--- config.mk ---
export PLATFORM = sky130hd
export DESIGN_NAME = collatz_core
export DESIGN_NICKNAME = d
export VERILOG_FILES = /design/src/rtl/collatz_core.sv
export SDC_FILE = /design/constraint.sdc
export NUM_CORES = 1
export LEC_CHECK = 0
export CORE_UTILIZATION = 50
export DETAILED_ROUTE_END_ITERATION = 6
export PLACE_DENSITY = 0.67
export REMOVE_ABC_BUFFERS = 1
export SYNTH_ARGS = -nofsm -noshare
export SYNTH_HDL_FRONTEND = slang
export SYNTH_SLANG_ARGS = --single-unit
--- constraint.sdc ---
create_clock -name clk -period 7.6 [get_ports clk]
set_clock_uncertainty 0.1 [all_clocks]
set_input_delay 2.28 -clock clk [delete_from_list [all_inputs] [get_ports clk]]
set_output_delay 2.28 -clock clk [all_outputs]
set_load 0.1 [all_outputs]
--- src/rtl/collatz_core.sv ---
// Sequential Collatz engine: the seed is loaded byte by byte, then the engine
// iterates one step per clock. Results are read back through a byte-wide mux.
module collatz_core #(
   parameter int WIDTH   = 32,
   parameter int STEPS_W = 16
) (
   input  logic       clk,
   input  logic       rst_n,
   input  logic       ena,
   input  logic       load_byte,
   input  logic [7:0] load_data,
   input  logic       start,
   output logic       busy,
   output logic       done,
   input  logic [2:0] rd_sel,
   output logic [7:0] rd_data
);

   typedef enum logic [1:0] {IDLE, RUN, DONE} state_t;

   localparam logic [WIDTH-1:0]   N_ONE    = WIDTH'(1);
   localparam logic [WIDTH+1:0]   T_ONE    = (WIDTH + 2)'(1);
   localparam logic [STEPS_W-1:0] STEP_ONE = STEPS_W'(1);

   state_t               state_q, state_d;
   logic [WIDTH-1:0]     seed_q, seed_d;
   logic [WIDTH-1:0]     n_q, n_d;
   logic [WIDTH-1:0]     peak_q, peak_d;
   logic [STEPS_W-1:0]   steps_q, steps_d;
   logic                 ovf_q, ovf_d;
   logic                 zero_err_q, zero_err_d;
   logic                 sat_q, sat_d;

   logic [WIDTH-1:0]     seed_shift;
   logic [WIDTH+1:0]     n_ext;
   logic [WIDTH+1:0]     t_val;

   // A single-byte seed is simply replaced; wider seeds shift in MSB-first.
   if (WIDTH == 8) begin : g_seed_byte
      assign seed_shift = load_data;
   end else begin : g_seed_wide
      assign seed_shift = {seed_q[WIDTH-9:0], load_data};
   end

   // 3n+1 carried in two extra bits so overflow shows up in the top bits.
   assign n_ext = {2'b00, n_q};
   assign t_val = (n_ext << 1) + n_ext + T_ONE;

   always_comb begin
      state_d    = state_q;
      seed_d     = seed_q;
      n_d        = n_q;
      peak_d     = peak_q;
      steps_d    = steps_q;
      ovf_d      = ovf_q;
      zero_err_d = zero_err_q;
      sat_d      = sat_q;
      case (state_q)
         IDLE, DONE: begin
            if (load_byte) begin
               seed_d = seed_shift;
            end else if (start) begin
               n_d        = seed_q;
               peak_d     = seed_q;
               steps_d    = '0;
               ovf_d      = 1'b0;
               zero_err_d = 1'b0;
               sat_d      = 1'b0;
               if (seed_q == '0) begin
                  zero_err_d = 1'b1;
                  state_d    = DONE;
               end else begin
                  state_d = RUN;
               end
            end
         end
         RUN: begin
            if (n_q == N_ONE) begin
               state_d = DONE;
            end else if (&steps_q) begin
               sat_d   = 1'b1;
               state_d = DONE;
            end else if (!n_q[0]) begin
               n_d     = n_q >> 1;
               steps_d = steps_q + STEP_ONE;
            end else if (t_val[WIDTH+1:WIDTH] != 2'b00) begin
               ovf_d   = 1'b1;
               state_d = DONE;
            end else begin
               n_d     = t_val[WIDTH-1:0];
               steps_d = steps_q + STEP_ONE;
               if (t_val[WIDTH-1:0] > peak_q) peak_d = t_val[WIDTH-1:0];
            end
         end
         default: state_d = IDLE;
      endcase
   end

   always_ff @(posedge clk or negedge rst_n) begin
      if (!rst_n) begin
         state_q    <= IDLE;
         seed_q     <= '0;
         n_q        <= '0;
         peak_q     <= '0;
         steps_q    <= '0;
         ovf_q      <= 1'b0;
         zero_err_q <= 1'b0;
         sat_q      <= 1'b0;
      end else if (ena) begin
         state_q    <= state_d;
         seed_q     <= seed_d;
         n_q        <= n_d;
         peak_q     <= peak_d;
         steps_q    <= steps_d;
         ovf_q      <= ovf_d;
         zero_err_q <= zero_err_d;
         sat_q      <= sat_d;
      end
   end

   assign busy = (state_q == RUN);
   assign done = (state_q == DONE);

   logic [31:0] peak_ext;
   logic [15:0] steps_ext;

   // Zero-extension makes bytes beyond the configured widths read as 0.
   assign peak_ext  = 32'(peak_q);
   assign steps_ext = 16'(steps_q);

   always_comb begin
      rd_data = 8'h00;
      case (rd_sel)
         3'd0: rd_data = peak_ext[7:0];
         3'd1: rd_data = peak_ext[15:8];
         3'd2: rd_data = peak_ext[23:16];
         3'd3: rd_data = peak_ext[31:24];
         3'd4: rd_data = steps_ext[7:0];
         3'd5: rd_data = steps_ext[15:8];
         3'd6: rd_data = {4'b0000, sat_q, zero_err_q, ovf_q, done};
         3'd7: rd_data = n_q[7:0];
         default: rd_data = 8'h00;
      endcase
   end

endmodule

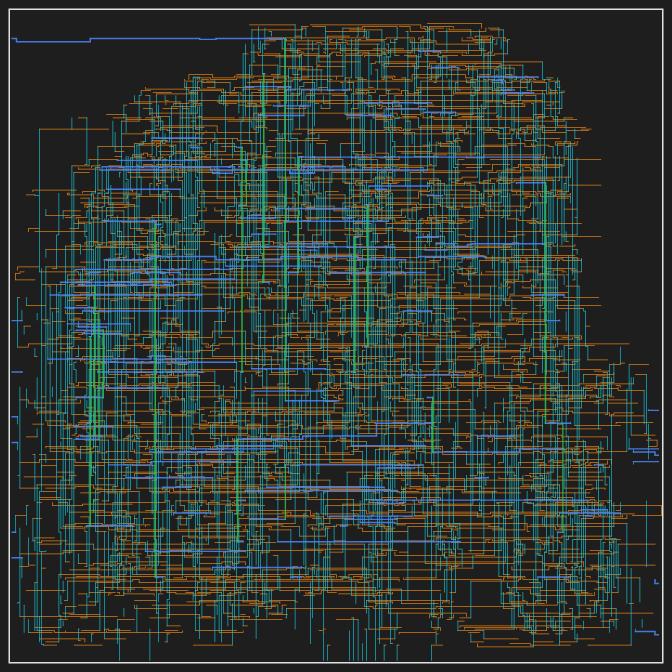
(images/wires.png)
Orange stands for metal 1, wire length 12700 um. Green stands for metal 4, wire length 569 um. Blue stands for metal 3, wire length 1640 um. Cyan stands for metal 2, wire length 12700 um.
Tot GR Track Use: 30.0%
Detailed Route WL: 27700 um
routed length per instance: 22.2 um
DR vias: 8080

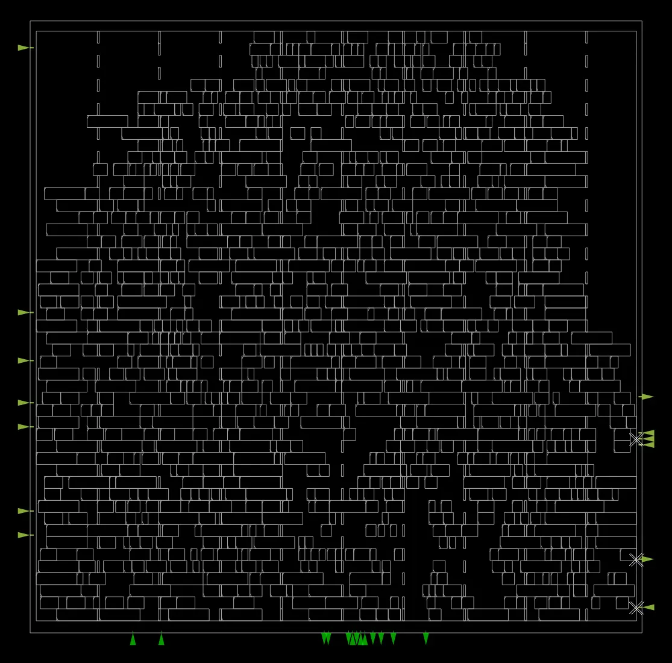
(images/placement.png)
Util after Layout: 57.6%
placeable core area: 18100 um2

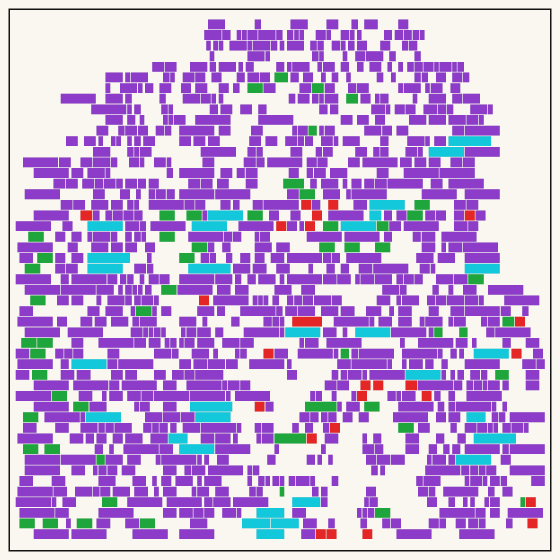
(images/sizes.png)
Red stands for _3 and _4 cells, cells 25, share 2.5%. Cyan stands for _6 and larger, cells 30, share 2.9%. Purple stands for _0 and _1 cells, cells 911, share 89%. Green stands for _2 cells, cells 54, share 5.3%.
Finished Cell Area: 10400 um2
worst setup margin: 0.768 ns
count of non-CTS buffers in the layout: 40
area delta synth->final: 12.1%

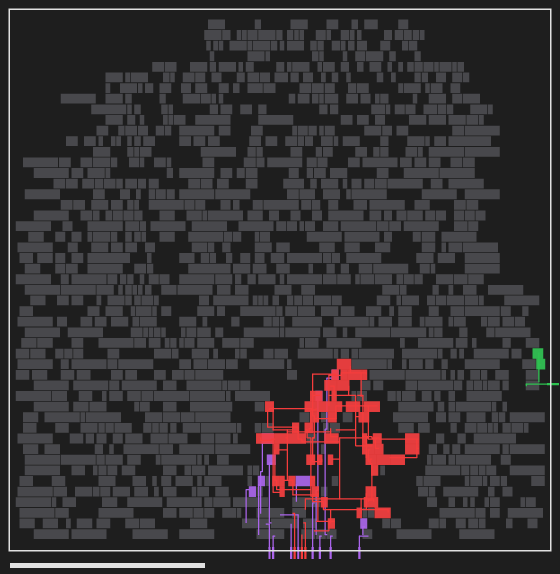
(images/io_fan.png)
Scale bar: 50 um.
Green stands for load_byte, bits 1, direction input, end cells 2, buffers 1, wire 13.7 um. Purple stands for rd_data, bits 8, direction output, end cells 8, buffers 8, wire 199 um. Red stands for rd_sel, bits 3, direction input, end cells 51, buffers 6, wire 470 um.
IO Count: 26
PortBufs: 25

[cells by family (layout without fill, tap and decap cells)]
| group | after synthesis | count (layout) |
|---|---|---|
| AND-OR/OR-AND | 317 | 317 |
| XOR/XNOR | 27 | 27 |
| adder cells (fa/ha/maj) | 83 | 83 |
| buffers and inverters | 134 | 150 |
| flip-flops | 117 | 117 |
| multiplexers | 107 | 107 |
| AND/OR/NAND/NOR | 219 | 219 |
[layer usage]
| metal | GRT usage [%] | wire [um] | vias to the layer above |
|---|---|---|---|
| li1 | - | - | 3818 |
| met1 | 42.0 | 12700 | 3959 |
| met2 | 47.7 | 12700 | 261 |
| met3 | 4.75 | 1640 | 42 |
| met4 | 9.05 | 568 | 0 |
| met5 | 0 | 0 | - |
==> impl_metrics.env <==
# flow metrics
export IMPL_comb_area_share_pct=56.1
export IMPL_crit_path_end_kind="output pin"
export IMPL_numClockSinks=117
export IMPL_cts_buffers=17
export IMPL_first_pass_iters=7
export IMPL_nClkBuffers=20
export IMPL_place_inst=1218
export IMPL_synth_edff_count=0
export IMPL_xor_share_pct=2.55
export IMPL_htreeDepth=4
export IMPL_initialDrtViolationCount=773
export IMPL_synth_logic_top_family="AND-OR/OR-AND gates"
export IMPL_cp_depth=6
export IMPL_dp_hpwl_um=20800
export IMPL_fp_util_pct=51.4
export IMPL_cts_buffer_depth=2
export IMPL_r2r_cells=17
export IMPL_fin_cells=1249
export IMPL_cts_resized=0
export IMPL_clk_latency_ns=0.44
export IMPL_maxSlewViolCount=0
export IMPL_worst_slew_pin_slew_ns=0.958
export IMPL_violations="DRC"
export IMPL_hp_class="reg2reg"
export IMPL_whs_ns=0.402
export IMPL_postSynthAreaPerCell_um2=9.25
export IMPL_synth_flops=117
export IMPL_flops=117
export IMPL_hold_buffers=0
export IMPL_die_area_um2=19100
export IMPL_dieWidth_um=138
export IMPL_required_ns=5.22
export IMPL_maxCapViolCount=0
export IMPL_logic_gates=753
export IMPL_period_used_pct=89.9
export IMPL_via_per_inst=6.47
export IMPL_final_clk_cell_share_pct=6.30
export IMPL_min_path_cells=1
export IMPL_r2r_slack_ns=1.70
export IMPL_grt_pass1_wl_um=44100
export IMPL_layout_min_cycle_time_ns=6.83
export IMPL_synth_area_top_cells="dfrtp_1, ha_1, mux2i_1, mux2_2, a21oi_1"
export IMPL_n_all_inverters=79
export IMPL_ys_sh_aoi_pct=24.5
export IMPL_syn_cell_area_um2=9290
export IMPL_post_dp_cell_area_um2=9760
export IMPL_simple_gate_share_pct=12.1
export IMPL_largest_class="multi-input combinational cells"
export IMPL_post_cts_repair_setup_buffers=0
export IMPL_postSynthSeqShare_pct=31.5
export IMPL_gp_congestion=0.931
export IMPL_slew_headroom_pct=35.9
export IMPL_synth_top_area_share_pct=31.5
export IMPL_rr_startpoint="n_q[0]"
export IMPL_async_flop_share_pct=100
export IMPL_syn_inst=1004
export IMPL_final_common_cell="dfrtp_1"
export IMPL_outcome="finished, violations left"
export IMPL_critPathArrivalTime_ns=4.45
export IMPL_ys_sh_adder_pct=11.3
export IMPL_layout_top_cells="dfrtp_1, ha_1, inv_1"
export IMPL_most_common_cell="dfrtp_1"
export IMPL_root_buffer="clkbuf_16"
export IMPL_ant_nets=0
export IMPL_fill_cells=1578
export IMPL_cp_start_kind="primary input"
export IMPL_bufAreaShareNonClock_pct=3.87
export IMPL_num_tap_cells=229
export IMPL_synth_top_cells_by_count="dfrtp_1, ha_1, inv_1, mux2i_1, a21oi_1"
export IMPL_fmax_ghz=0.146
export IMPL_antenna_found_initial=0
export IMPL_slowest_stage="clkdlybuf4s50_1"
export IMPL_setup_tns_ns=0
export IMPL_critical_path_class="in2out"
export IMPL_endpoint="rd_data[6]"
export IMPL_top_area_cell="dfrtp_1"
export IMPL_drc=6
export IMPL_dpl_worst_slack_ns=0.763
export IMPL_grt_max_degree=61
